==> src/rtl/hdmi_pic_pkg.sv <==
// Shared definitions for the HDMI picture-ROM display path: coordinate width,
// default background colour, reader state encoding and pixel/timing bundles.
package hdmi_pic_pkg;

  // Pixel coordinate counters and window origins are this wide and wrap.
  localparam int COORD_W = 12;

  // Colour shown on active pixels that fall outside the image window.
  localparam logic [23:0] DEFAULT_BG = 24'h000000;

  // Reader state: idle until the first frame start, then running forever.
  typedef enum logic {
    WAIT_VS = 1'b0,
    RUN     = 1'b1
  } rd_state_t;

  // One RGB888 pixel laid out as {R, G, B}.
  typedef logic [23:0] rgb888_t;

  // Timing bits that travel together through the latency-matching delay.
  typedef struct packed {
    logic vs;
    logic hs;
    logic de;
    logic in_win;
  } tim_bits_t;

  // Position relative to a window origin. Unsigned wrap makes anything left
  // of / above the origin come out huge, so one compare covers both sides.
  function automatic logic [COORD_W-1:0] coord_offset(
    input logic [COORD_W-1:0] pos,
    input logic [COORD_W-1:0] origin
  );
    return pos - origin;
  endfunction

endpackage

==> src/rtl/sig_delay.sv <==
// Fixed-depth shift register used to keep timing bits aligned with the ROM
// read pipeline. Exposes the last stage and the stage just before it so a
// registered consumer can line up with the final tap.
module sig_delay #(
  parameter int WIDTH = 4,
  parameter int DEPTH = 4
) (
  input  logic             clk,
  input  logic             rst,
  input  logic [WIDTH-1:0] din,
  output logic [WIDTH-1:0] dout,
  output logic [WIDTH-1:0] dout_pre
);

  // stage_reg[0] is the newest sample, stage_reg[DEPTH-1] the oldest.
  logic [DEPTH-1:0][WIDTH-1:0] stage_reg;

  // Shift one stage per clock; reset empties the whole pipe at once.
  always_ff @(posedge clk or posedge rst) begin
    if (rst) begin
      stage_reg <= '0;
    end else begin
      stage_reg <= {stage_reg[DEPTH-2:0], din};
    end
  end

  assign dout     = stage_reg[DEPTH-1];
  assign dout_pre = stage_reg[DEPTH-2];

endmodule

==> src/rtl/hdmi_pic_rom_reader.sv <==
// Picture-ROM reader: follows raw vs/hs/de timing, tracks the pixel position,
// addresses the external picture ROM for a movable image window and emits
// RGB pixels with the timing outputs delayed to match the ROM read latency.
module hdmi_pic_rom_reader
  import hdmi_pic_pkg::*;
#(
  parameter int                    IMG_W      = 256,
  parameter int                    IMG_H      = 256,
  parameter int                    ADDR_WIDTH = 16,
  parameter int                    DATA_WIDTH = 24,
  parameter int                    ROM_LAT    = 2,
  parameter logic [DATA_WIDTH-1:0] BG_COLOR   = DEFAULT_BG
) (
  input  logic                  clk,
  input  logic                  rst,
  input  logic                  vs_in,
  input  logic                  hs_in,
  input  logic                  de_in,
  input  logic [COORD_W-1:0]    x_start,
  input  logic [COORD_W-1:0]    y_start,
  output logic [ADDR_WIDTH-1:0] rom_addr,
  input  logic [DATA_WIDTH-1:0] rom_data,
  output logic                  vs_out,
  output logic                  hs_out,
  output logic                  de_out,
  output logic [DATA_WIDTH-1:0] rgb_out
);

  // Address register, ROM_LAT cycles of ROM, then the output register.
  localparam int LAT = ROM_LAT + 2;
  localparam int XW  = $clog2(IMG_W);
  localparam int YW  = $clog2(IMG_H);

  // Window sizes one bit wider than a coordinate so a full-range size fits.
  localparam logic [COORD_W:0] IMG_W_LIM = (COORD_W + 1)'(IMG_W);
  localparam logic [COORD_W:0] IMG_H_LIM = (COORD_W + 1)'(IMG_H);

  rd_state_t             state_reg;
  logic                  vs_prev_reg;
  logic                  de_prev_reg;
  logic [COORD_W-1:0]    x_cnt_reg;
  logic [COORD_W-1:0]    y_cnt_reg;
  logic [COORD_W-1:0]    xs_reg;
  logic [COORD_W-1:0]    ys_reg;
  logic [ADDR_WIDTH-1:0] addr_reg;
  logic [DATA_WIDTH-1:0] rgb_reg;

  logic                  vs_rise;
  logic                  running;
  logic [COORD_W-1:0]    x_pos;
  logic [COORD_W-1:0]    y_pos;
  logic [COORD_W-1:0]    xs_cur;
  logic [COORD_W-1:0]    ys_cur;
  logic [COORD_W-1:0]    dx;
  logic [COORD_W-1:0]    dy;
  logic                  in_win;

  tim_bits_t             dly_in;
  tim_bits_t             dly_out;
  tim_bits_t             dly_pre;
  logic                  unused_taps;

  // A frame start overrides the counters for the current pixel, so a
  // malformed vs rise coinciding with de is treated as pixel (0,0) of the new
  // frame with the freshly presented window origin.
  assign vs_rise = vs_in & ~vs_prev_reg;
  assign running = (state_reg == RUN) | vs_rise;
  assign x_pos   = vs_rise ? '0      : x_cnt_reg;
  assign y_pos   = vs_rise ? '0      : y_cnt_reg;
  assign xs_cur  = vs_rise ? x_start : xs_reg;
  assign ys_cur  = vs_rise ? y_start : ys_reg;

  assign dx = coord_offset(x_pos, xs_cur);
  assign dy = coord_offset(y_pos, ys_cur);

  // Clipping falls out naturally: pixels outside the active area never have
  // de, and window pixels that are visible keep their true offsets.
  assign in_win = running & de_in
                & ({1'b0, dx} < IMG_W_LIM)
                & ({1'b0, dy} < IMG_H_LIM);

  // Frame/line tracking: wait for the first frame start, then count pixels
  // within a line and lines within a frame; window origin sampled per frame.
  always_ff @(posedge clk or posedge rst) begin
    if (rst) begin
      state_reg   <= WAIT_VS;
      vs_prev_reg <= 1'b0;
      de_prev_reg <= 1'b0;
      x_cnt_reg   <= '0;
      y_cnt_reg   <= '0;
      xs_reg      <= '0;
      ys_reg      <= '0;
    end else begin
      vs_prev_reg <= vs_in;
      de_prev_reg <= de_in;
      if (vs_rise) begin
        state_reg <= RUN;
        xs_reg    <= x_start;
        ys_reg    <= y_start;
        y_cnt_reg <= '0;
        // The rising-edge pixel itself, if any, occupied column 0.
        x_cnt_reg <= de_in ? COORD_W'(1) : '0;
      end else if (de_in) begin
        x_cnt_reg <= x_cnt_reg + COORD_W'(1);
      end else if (de_prev_reg) begin
        x_cnt_reg <= '0;
        y_cnt_reg <= y_cnt_reg + COORD_W'(1);
      end
    end
  end

  // ROM address: row offset in the high bits, column offset in the low bits;
  // holds its last value whenever the current pixel is outside the window.
  always_ff @(posedge clk or posedge rst) begin
    if (rst) begin
      addr_reg <= '0;
    end else if (in_win) begin
      addr_reg <= {dy[YW-1:0], dx[XW-1:0]};
    end
  end

  assign rom_addr = addr_reg;

  assign dly_in = '{vs: vs_in, hs: hs_in, de: de_in, in_win: in_win};

  sig_delay #(
    .WIDTH ($bits(tim_bits_t)),
    .DEPTH (LAT)
  ) u_sig_delay (
    .clk      (clk),
    .rst      (rst),
    .din      (dly_in),
    .dout     (dly_out),
    .dout_pre (dly_pre)
  );

  // Output pixel, registered from the stage one short of the full delay so
  // it lands in the same cycle as the delayed timing bits.
  always_ff @(posedge clk or posedge rst) begin
    if (rst) begin
      rgb_reg <= '0;
    end else if (!dly_pre.de) begin
      rgb_reg <= '0;
    end else if (dly_pre.in_win) begin
      rgb_reg <= rom_data;
    end else begin
      rgb_reg <= BG_COLOR;
    end
  end

  assign rgb_out = rgb_reg;
  assign vs_out  = dly_out.vs;
  assign hs_out  = dly_out.hs;
  assign de_out  = dly_out.de;

  // Sync bits at the early tap and the window flag at the last tap have no
  // consumer; the output mux only needs de/in_win one stage early.
  assign unused_taps = ^{dly_pre.vs, dly_pre.hs, dly_out.in_win};

endmodule
==> config.mk <==
export PLATFORM = sky130hd
export DESIGN_NAME = hdmi_pic_rom_reader
export DESIGN_NICKNAME = d
export VERILOG_FILES = /design/src/rtl/hdmi_pic_pkg.sv /design/src/rtl/sig_delay.sv /design/src/rtl/hdmi_pic_rom_reader.sv
export SDC_FILE = /design/constraint.sdc
export NUM_CORES = 1
export LEC_CHECK = 0
export CORE_MARGIN = 1.5
export CORE_UTILIZATION = 49
export CTS_BUF_LIST = sky130_fd_sc_hd__clkbuf_8
export DETAILED_ROUTE_END_ITERATION = 8
export HOLD_SLACK_MARGIN = 0.12
export PLACE_DENSITY = 0.78
export SYNTH_ARGS = -nofsm -noshare
export SYNTH_HDL_FRONTEND = slang
export SYNTH_SLANG_ARGS = --single-unit
export TNS_END_PERCENT = 30
==> constraint.sdc <==
create_clock -name clk -period 4.1 [get_ports clk]
set_input_delay 1.23 -clock clk [delete_from_list [all_inputs] [get_ports clk]]
set_output_delay 1.23 -clock clk [all_outputs]
set_load 0.005 [all_outputs]
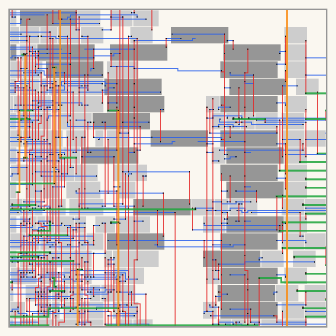
Fig. 1. Zoomed window.
Window x 56 to 106, y 56 to 106 um. Cells in grey, sequential cells in the stronger grey; small squares are vias.
Green marks met3. Blue marks met1. Red marks met2. Orange marks met4.
142 logic cells have their middle in the window. Most frequent: clkdlybuf4s50_1 (33), dfrtp_1 (26), buf_4 (15). Sequential cells in the window: 26. Netlist names of flops here include rgb_out (12), rom_addr (7), u_sig_delay.dout (2).

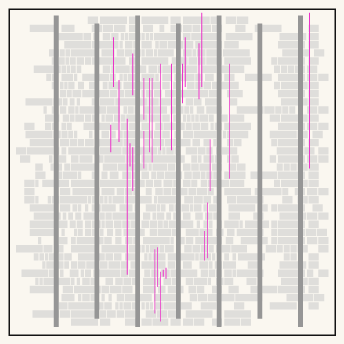
Fig. 2. The metal 4 layer.
(3 px per um) Supply wires on this layer in grey.
26 nets have wire on it. The longest straight run is 51.7 um.
DR vias: 4963
WL final: 15.47 mm

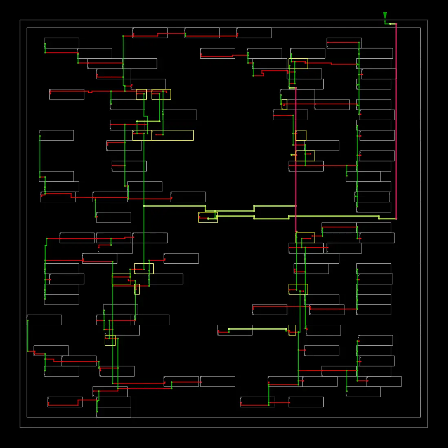
Fig. 3. Clock routing.
Fin Clk Skew: 17.96 ps
clock sink count: 104
clk latency late pin: 370 ps
registers: 104

==> impl_metrics.json <==
{
  "setup_violations": 15,
  "postPlaceCellArea_um2": 7228,
  "comb_cells": 378,
  "outcome": "complete, but fails checks",
  "max_slew.worst_pin.slew_ps": 837.0,
  "grt_antenna_before_repair": 0,
  "final.setup.worst_slack_ps": -84.05,
  "syn_area_um2": 5416,
  "yosysUniqueCellTypes": 63,
  "internal_power_w": 0.001753,
  "p_total_w": 0.002488,
  "fp_util_pct": 50.19,
  "violations": "setup timing",
  "period_used_pct": 102.0,
  "topCellsByArea": "dfrtp_1, ha_1, nand2_1",
  "simple_gate_share_pct": 20.26,
  "layoutNonFillerInstCount": 903,
  "path_buffers": 5,
  "ctsResizeCount": 28,
  "rrSetupSlack_ps": 350,
  "reg2regPathDepth": 17,
  "inverters": 31,
  "holdWs_ps": 355.6,
  "p_switching_w": 0.0007345,
  "seq_share_pct": 32.27,
  "path_clk_slew_ps": 100,
  "crit_type": "primary input to flip-flop",
  "r2r_start": "vs_prev_reg$_DFF_PP0_",
  "synth_top_area_share_pct": 48.05,
  "powerClk_w": 0.000623,
  "yosys_warnings": 0,
  "cts_hold_buffers": 0,
  "hpwlAfterDp_mm": 9.773,
  "required_ps": 4380,
  "clock_path_buffers": 2,
  "sh_comb_area_pct": 35.52,
  "crit_path_max_fanout": 8,
  "drive_above_1_share_pct": 28.57
}
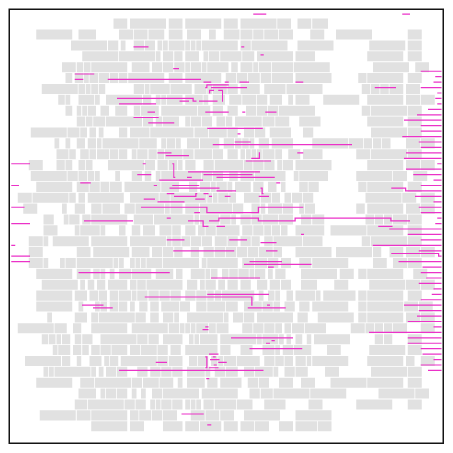
Fig. 4. Metal 3.
(4 px per um)
The layer holds 6.6% of the routed length. The layer carries 1020 um of wire. The longest straight run is 35.9 um. 135 nets have wire on it. The wires run mostly horizontal.

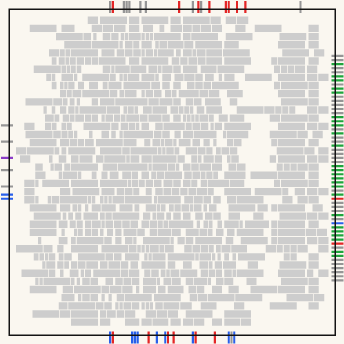
Fig. 5. I/O pins on the die edge.
(3 px per um) Pins as bars across the die edge, other pins in grey.
Green marks rom_data, pins 24, direction input, edge right. Blue marks y_start, pins 12, direction input, edge 9 bottom, 2 left, 1 right. Red marks rom_addr, pins 16, direction output, edge 8 top, 6 bottom, 2 right. Purple marks de_in, pins 1, direction input, edge left.
chip height: 108.1 um
Port-buffer cells: 95
Die X: 108.1 um

